File: config.mk
export PLATFORM = sky130hd
export DESIGN_NAME = mac_tx_fcs_insert
export DESIGN_NICKNAME = d
export VERILOG_FILES = /design/src/rtl/mac_tx_fcs_insert.sv
export SDC_FILE = /design/constraint.sdc
export NUM_CORES = 1
export LEC_CHECK = 0
export ABC_AREA = 1
export CORE_MARGIN = 5
export CORE_UTILIZATION = 61
export CTS_BUF_LIST = sky130_fd_sc_hd__clkbuf_16
export DETAILED_ROUTE_END_ITERATION = 6
export GPL_ROUTABILITY_DRIVEN = 0
export MAX_ROUTING_LAYER = met4
export PLACE_DENSITY = 0.8
export SYNTH_ARGS = -nofsm -noshare
export SYNTH_HDL_FRONTEND = slang
export SYNTH_SLANG_ARGS = --single-unit
File: constraint.sdc
create_clock -name clk -period 2.2 [get_ports clk]
set_input_delay 0.44 -clock clk [delete_from_list [all_inputs] [get_ports clk]]
set_output_delay 0.44 -clock clk [all_outputs]
set_load 0.005 [all_outputs]
File: src/rtl/mac_tx_fcs_insert.sv
// TX MAC stage: zero-pads short frames, appends CRC-32 FCS LSB first, then holds off
// input for an inter-frame gap. Single output register stage, one cycle of latency.
//   state | meaning
//   IDLE  | waiting for the first byte of a frame
//   DATA  | forwarding frame bytes
//   PAD   | emitting 0x00 until the minimum length is reached
//   FCS   | emitting the four FCS bytes
//   IFG   | idle gap after the last FCS byte is accepted
module mac_tx_fcs_insert #(
   parameter int MIN_FRAME_LEN = 64,
   parameter int ENABLE_PAD    = 1,
   parameter int IFG_CYCLES    = 12
) (
   input  logic       clk,
   input  logic       rst,
   input  logic [7:0] s_tdata,
   input  logic       s_tvalid,
   output logic       s_tready,
   input  logic       s_tlast,
   output logic [7:0] m_tdata,
   output logic       m_tvalid,
   input  logic       m_tready,
   output logic       m_tlast,
   output logic       busy
);

   typedef enum logic [2:0] {ST_IDLE, ST_DATA, ST_PAD, ST_FCS, ST_IFG} state_t;

   localparam logic [15:0] PAD_TARGET = 16'(MIN_FRAME_LEN - 4);
   localparam logic [15:0] IFG_INIT   = 16'((IFG_CYCLES > 0) ? (IFG_CYCLES - 1) : 0);

   state_t      state_q, state_d;
   logic [7:0]  m_tdata_q, m_tdata_d;
   logic        m_tvalid_q, m_tvalid_d;
   logic        m_tlast_q, m_tlast_d;
   logic [15:0] cnt_q, cnt_d;
   logic [31:0] crc_q, crc_d;
   logic [2:0]  fcs_idx_q, fcs_idx_d;
   logic [15:0] ifg_q, ifg_d;

   logic        out_free;
   logic        in_acc;
   logic [15:0] cnt_inc;
   logic [15:0] cnt_new;
   logic [7:0]  load_byte;
   logic [31:0] crc_upd;
   logic [31:0] fcs;
   logic [7:0]  fcs_byte;

   function automatic logic [31:0] crc32_byte(input logic [31:0] c, input logic [7:0] d);
      logic [31:0] r;
      r = c ^ {24'd0, d};
      for (int i = 0; i < 8; i++) begin
         r = r[0] ? ((r >> 1) ^ 32'hEDB8_8320) : (r >> 1);
      end
      return r;
   endfunction

   assign out_free  = !m_tvalid_q || m_tready;
   assign s_tready  = out_free && ((state_q == ST_IDLE) || (state_q == ST_DATA));
   assign in_acc    = s_tvalid && s_tready;
   assign cnt_inc   = (cnt_q == 16'hFFFF) ? cnt_q : (cnt_q + 16'd1);
   assign load_byte = (state_q == ST_PAD) ? 8'h00 : s_tdata;
   assign crc_upd   = crc32_byte(crc_q, load_byte);
   assign fcs       = ~crc_q;

   always_comb begin
      fcs_byte = fcs[7:0];
      case (fcs_idx_q[1:0])
         2'd0: fcs_byte = fcs[7:0];
         2'd1: fcs_byte = fcs[15:8];
         2'd2: fcs_byte = fcs[23:16];
         2'd3: fcs_byte = fcs[31:24];
         default: fcs_byte = fcs[7:0];
      endcase
   end

   always_comb begin
      state_d    = state_q;
      m_tdata_d  = m_tdata_q;
      m_tvalid_d = m_tvalid_q;
      m_tlast_d  = m_tlast_q;
      cnt_d      = cnt_q;
      crc_d      = crc_q;
      fcs_idx_d  = fcs_idx_q;
      ifg_d      = ifg_q;
      cnt_new    = cnt_inc;
      case (state_q)
         ST_IDLE, ST_DATA: begin
            if (in_acc) begin
               cnt_new    = (state_q == ST_IDLE) ? 16'd1 : cnt_inc;
               m_tdata_d  = s_tdata;
               m_tvalid_d = 1'b1;
               m_tlast_d  = 1'b0;
               crc_d      = crc_upd;
               cnt_d      = cnt_new;
               fcs_idx_d  = 3'd0;
               if (!s_tlast) begin
                  state_d = ST_DATA;
               end else if ((ENABLE_PAD != 0) && (cnt_new < PAD_TARGET)) begin
                  state_d = ST_PAD;
               end else begin
                  state_d = ST_FCS;
               end
            end else if (out_free) begin
               m_tvalid_d = 1'b0;
            end
         end
         ST_PAD: begin
            if (out_free) begin
               m_tdata_d  = 8'h00;
               m_tvalid_d = 1'b1;
               m_tlast_d  = 1'b0;
               crc_d      = crc_upd;
               cnt_d      = cnt_inc;
               if (cnt_inc >= PAD_TARGET) state_d = ST_FCS;
            end
         end
         ST_FCS: begin
            // m_tlast_q is only ever set by the fourth FCS byte, so this is the frame's final handshake
            if (m_tvalid_q && m_tready && m_tlast_q) begin
               m_tvalid_d = 1'b0;
               m_tlast_d  = 1'b0;
               cnt_d      = 16'd0;
               if (IFG_CYCLES == 0) begin
                  state_d = ST_IDLE;
                  crc_d   = 32'hFFFF_FFFF;
               end else begin
                  state_d = ST_IFG;
                  ifg_d   = IFG_INIT;
               end
            end else if (out_free && (fcs_idx_q != 3'd4)) begin
               m_tdata_d  = fcs_byte;
               m_tvalid_d = 1'b1;
               m_tlast_d  = (fcs_idx_q == 3'd3);
               fcs_idx_d  = fcs_idx_q + 3'd1;
            end
         end
         ST_IFG: begin
            m_tvalid_d = 1'b0;
            if (ifg_q == 16'd0) begin
               state_d = ST_IDLE;
               crc_d   = 32'hFFFF_FFFF;
               cnt_d   = 16'd0;
            end else begin
               ifg_d = ifg_q - 16'd1;
            end
         end
         default: state_d = ST_IDLE;
      endcase
   end

   always_ff @(posedge clk) begin
      if (rst) begin
         state_q    <= ST_IDLE;
         m_tdata_q  <= 8'h00;
         m_tvalid_q <= 1'b0;
         m_tlast_q  <= 1'b0;
         cnt_q      <= 16'd0;
         crc_q      <= 32'hFFFF_FFFF;
         fcs_idx_q  <= 3'd0;
         ifg_q      <= 16'd0;
      end else begin
         state_q    <= state_d;
         m_tdata_q  <= m_tdata_d;
         m_tvalid_q <= m_tvalid_d;
         m_tlast_q  <= m_tlast_d;
         cnt_q      <= cnt_d;
         crc_q      <= crc_d;
         fcs_idx_q  <= fcs_idx_d;
         ifg_q      <= ifg_d;
      end
   end

   assign m_tdata  = m_tdata_q;
   assign m_tvalid = m_tvalid_q;
   assign m_tlast  = m_tlast_q;
   assign busy     = (state_q != ST_IDLE);

endmodule
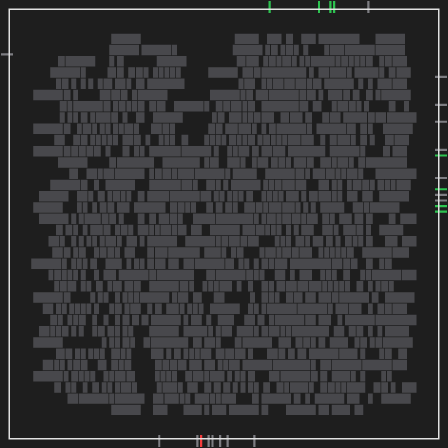
run_1/pinout.png
Pins as bars across the die edge, other pins in grey.
green -> `s_tdata`  # pins 8, direction input, edge 4 north, 4 east
red -> `s_tready`  # pins 1, direction output, edge south

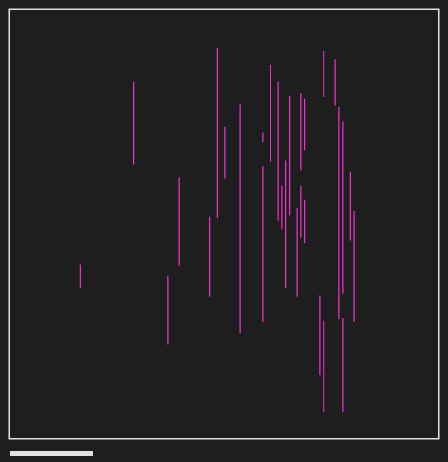
run_1/m4.png
Bar = 20 um.
longest straight run = 55.1 um
wire length on this layer = 649 um
share of all routed wire = 4.1%

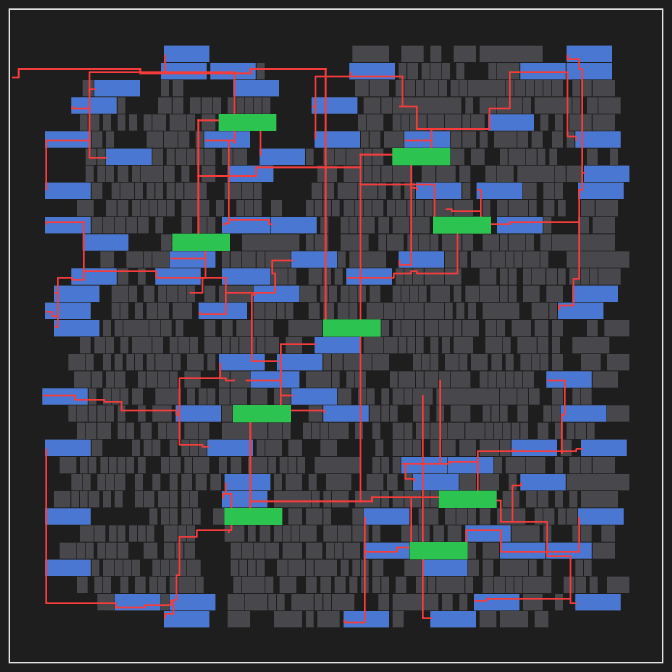
run_1/clock_wires.png
green -> clock-net drivers  # count 9
blue -> flip-flops  # count 80
red -> clock wires  # length 1130 um
routed clock nets = 10
flops lie = spread over the die

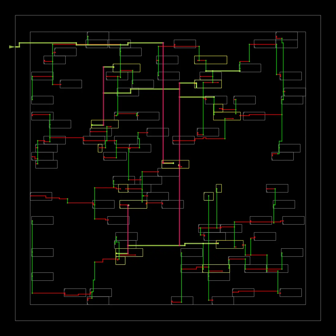
run_1/clock_nets.png
clk sinks: 80
P_clk: 1520 uW
Fin Clk Skew: 7.222 ps
Worst-Skew Late Latency: 340 ps
clkbuf count: 9

## run 1: kinds of logic (layout without fill, tap and decap cells)
kind of cell	Yosys count	in the layout	share of synthesized area [%]
buffers and inverters	112	185	7.993
flip-flops	80	80	30.00
adder cells (fa/ha/maj)	8	8	1.875
AND-OR/OR-AND	188	188	19.55
AND/OR/NAND/NOR	387	387	30.99
XOR/XNOR	46	46	9.588
## run 1: area by class of cell
| type | instances | area, um2 | area share [%] |
|---|---|---|---|
| clock buffer | 9 | 225.2 | 3.464 |
| inverter | 89 | 334.1 | 5.138 |
| clock inverter | 7 | 73.82 | 1.135 |
| timing repair buffer | 80 | 706.9 | 10.87 |
| tap | 108 | 135.1 | 2.078 |
| multi-input combinational | 629 | 3421 | 52.61 |
| sequential | 80 | 1607 | 24.71 |
==> out/qor.csv, run 1 <==
stage,metric,value,unit
outcome,outcome,"complete, no violations",
critical_path,R2R Path End,crc_q[5],
global_route,grt met1 use,33.68,%
global_route,GR peak layer,met2,
placed_design,Post-Place Worst Slack,-87.61,ps
power,NetSw,3874,uW
routing,Via density,5.843,
floorplan,# rows,34,
floorplan,Die ar.,10720,um2
critical_path,crit-path cells,buf_8 -> nor2_1 -> inv_1 -> nor2_2 -> inv_1 -> clkdlybuf4s50_1,
global_route,GRT Total Usage,29.94,%
power,Max rail drop VDD,0.0006070,V
layout,ANT cells,0,
routing,Vias,5855,
critical_path,Max stage delay on crit path,470,ps
critical_path,WP data required,1760,ps
layout,Final Core Density,75.30,%
critical_path,Critical Path Start Type,flip-flop,
layout,design area,6502,um2
cts,root buffer cell,clkbuf_16,
power,Int Pwr,4591,uW
critical_path,R2R setup slack,140,ps
critical_path,CP max FO,5,
placed_design,hpwl dp,11370,um
synthesis,Top-area cell share,30.00,%
synthesis,warnings from Yosys,0,
layout,most frequent logic cell in the layout,nand2_1,
global_route,vias in the first global route,5509,
min_path,worst hold stages,1,
critical_path,critical setup path kind,reg2out,
critical_path,worst setup path end,busy,
floorplan,Ports,25,
routing,Final ANT Viol Nets,0,
synthesis,Synth async-reset ratio,0,%
power,Seq pwr share,25.8,%
sta,Worst-Margin Slew,707.0,ps
min_path,HP Class,reg2reg,
min_path,Hold EP,ifg_q[9],
critical_path,Worst setup EP type,output port,
routing,met3 wire length,1120,um
layout,share of layout cells above drive strength 1,16.00,%
synthesis,top cells by count,"nand2_1 (204), nor2_1 (95), dfxtp_1 (80), inv_1 (78), o21ai_0 (71)",
global_route,GRT Residual Overflow,0,
critical_path,Worst Path Buf+Inv,4,
floorplan,die width,103.5,um
run_1/sizing.png
Bar = 20 um.
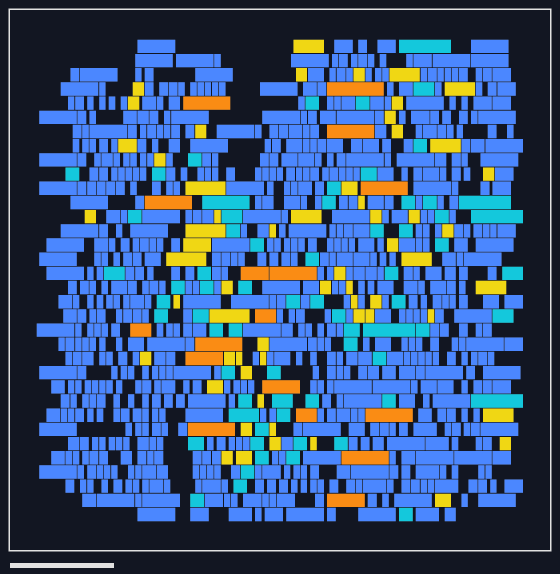

==> run 2, diff against run 1 <==
--- a/config.mk
+++ b/config.mk
@@ -7,12 +7,13 @@
 export LEC_CHECK = 0
 export ABC_AREA = 1
 export CORE_MARGIN = 5
-export CORE_UTILIZATION = 61
+export CORE_UTILIZATION = 55
 export CTS_BUF_LIST = sky130_fd_sc_hd__clkbuf_16
 export DETAILED_ROUTE_END_ITERATION = 6
 export GPL_ROUTABILITY_DRIVEN = 0
 export MAX_ROUTING_LAYER = met4
-export PLACE_DENSITY = 0.8
+export PLACE_DENSITY = 0.74
+export SKIP_CTS_REPAIR_TIMING = 1
 export SYNTH_ARGS = -nofsm -noshare
 export SYNTH_HDL_FRONTEND = slang
 export SYNTH_SLANG_ARGS = --single-unit
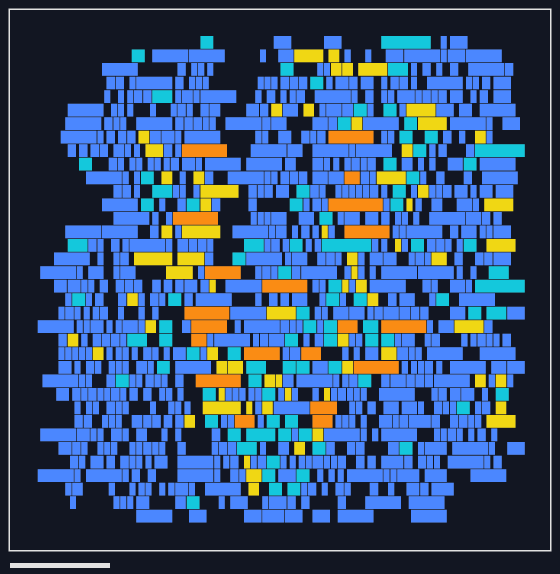
run_2/sizing.png
Bar = 20 um.
yellow -> x2  # cells 67, share 7.3%
orange -> x6 and larger  # cells 20, share 2.2%
blue -> x1 and smaller  # cells 741, share 81%
cyan -> x3 and x4  # cells 87, share 9.5%

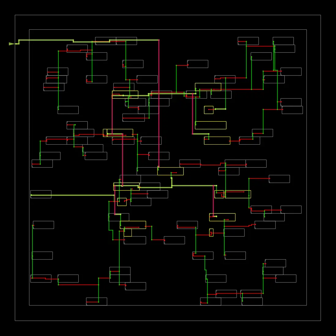
run_2/clock_nets.png
Fin Clk Skew: 8.652 ps
CTS Buf Count: 9
flip-flops: 80

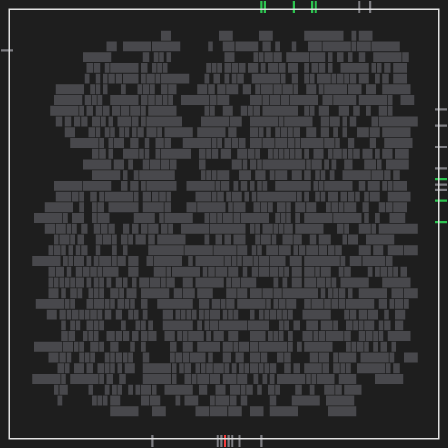
run_2/pinout.png
Pins as bars across the die edge, other pins in grey.
green -> `s_tdata`  # pins 8, direction input, edge 5 north, 3 east
red -> `s_tready`  # pins 1, direction output, edge south

==> out/qor.csv, run 2 <==
stage,metric,value,unit
outcome,outcome,"complete, no violations",
synthesis,count of library flops with an enable pin,0,
sta,Worst-Margin Slew,675.4,ps
synthesis,and+or+nand+nor area frac,30.99,%
layout,Seq/total area,23.89,%
synthesis,Top-area cell share,30.00,%
global_route,first-pass GRT wire length,26980,um
sta,PnR worst setup slack,78.45,ps
routing,TritonRoute pass-1 iters,5,
layout,Final Core Density,69.76,%
sta,Max Clock Freq,471.4,MHz
synthesis,warnings from Yosys,0,
routing,Via density,5.689,
sta,# setup viols final,0,
floorplan,# rows,36,
routing,Vias,5962,
floorplan,CORE AREA,9639,um2
layout,Logic Gate Count,629,
global_route,GRT Total Usage,29.52,%
placed_design,count of input and output buffers,24,
cts,clk sinks,80,
floorplan,Ports,25,
synthesis,xor/xnor share,9.587,%
routing,Final ANT Viol Nets,0,
global_route,GR peak layer,met2,
critical_path,R2R setup slack,80,ps
synthesis,Main logic family,simple AND/OR/NAND/NOR gates,
layout,Non-Clock Buffer Count,101,
global_route,GRT Residual Overflow,0,
synthesis,Dominant flop cell,dfxtp_1,
min_path,HP Class,reg2reg,
power,Seq pwr share,24.7,%
floorplan,tap cells,133,
critical_path,R2R Path End,crc_q[16],
placed_design,Post-Place Worst Slack,-136.9,ps
layout,ANT cells,0,
synthesis,most frequent cell after synthesis,nand2_1,
min_path,worst hold stages,1,
layout,clkbuf count,9,
power,NetSw,3984,uW
sta,crit path time final,2122,ps
sta,fin crit share,96.43,%
global_route,grt met1 use,33.51,%
critical_path,Reg2Reg Depth,13,
power,pwr/cell area,1313,nW/um2
synthesis,area fraction in compound gates,19.55,%
placed_design,hpwl dp,11790,um
synthesis,post-synthesis register bit count,80,
synthesis,yosys adder share,1.875,%
layout,buffer share of cell area,12.91,%
layout,most frequent logic cell in the layout,nand2_1,
power,P_leak,0.003103,uW
power,Int Pwr,4846,uW
critical_path,critical setup path kind,reg2reg,
synthesis,mux share,0,%
synthesis,top cells by count,"nand2_1 (204), nor2_1 (95), dfxtp_1 (80), inv_1 (78), o21ai_0 (71)",
layout,Inverters,89,
critical_path,Critical Path Start Type,flip-flop,
routing,met3 wire length,1068,um
layout,clk tree area frac,4.410,%
synthesis,Synth Seq Share,30.00,%
critical_path,crit-path cells,inv_1 -> ha_2 -> nand2_1 -> nor2_2 -> nand4_1 -> nand2_2 -> nand2_2 -> nor3_4 -> buf_6 -> inv_2 -> buf_4 -> a21oi_1 -> nand2_1,
floorplan,die width,108.5,um
layout,logic area,3452,um2
critical_path,Worst setup EP type,flip-flop,
global_route,vias in the first global route,5726,
cts,root buffer cell,clkbuf_16,
floorplan,Die ar.,11770,um2
critical_path,Max stage delay on crit path,320,ps
critical_path,Slowest cell on crit path,dfxtp_2,
critical_path,CP max FO,8,
job,Max Cap Violations,0,
synthesis,Synth async-reset ratio,0,%
floorplan,die height,108.5,um
layout,Comb/total area,51.34,%
power,highest-power group,combinational logic,
layout,cell type taking the most area,combinational gates,
cts,Worst-Skew Late Latency,340,ps
critical_path,worst setup path end,crc_q[16],
layout,share of layout cells above drive strength 1,19.02,%
layout,max reg flops,32,
power,P_clk,1520,uW
synthesis,post-synthesis cell type count,41,
min_path,Hold EP,ifg_q[9],
critical_path,WP data required,2420,ps
power,Max rail drop VDD,0.0005841,V
layout,Reg area,1607,um2
power,P_comb,5120,uW
## run 2: metrics by stage
stage / hold slack, ps / cells / cell area, um2 / total power (uW)
after detailed placement: 462.0 / 1024 / 6201 / 6955
final: 476.1 / 1048 / 6724 / 8830
after CTS: 480.0 / 1040 / 6497 / 8555
after global placement: 454.0 / 1024 / 6201 / 6825
after global routing: 507.7 / 1048 / 6724 / 9482
after floorplan: 440.4 / 821 / 5338 / 5241
## run 2: critical path, delay by kind of cell, from the launching register on
| family | cells | cell delay, ps |
|---|---|---|
| DFF | 1 | 320 |
| AOI/OAI and AO/OA | 1 | 140 |
| and+or+nand+nor | 7 | 890 |
| adders and majority gates | 1 | 200 |
| buffers and inverters | 4 | 440 |
Power is estimated from default activity; no workload was simulated.
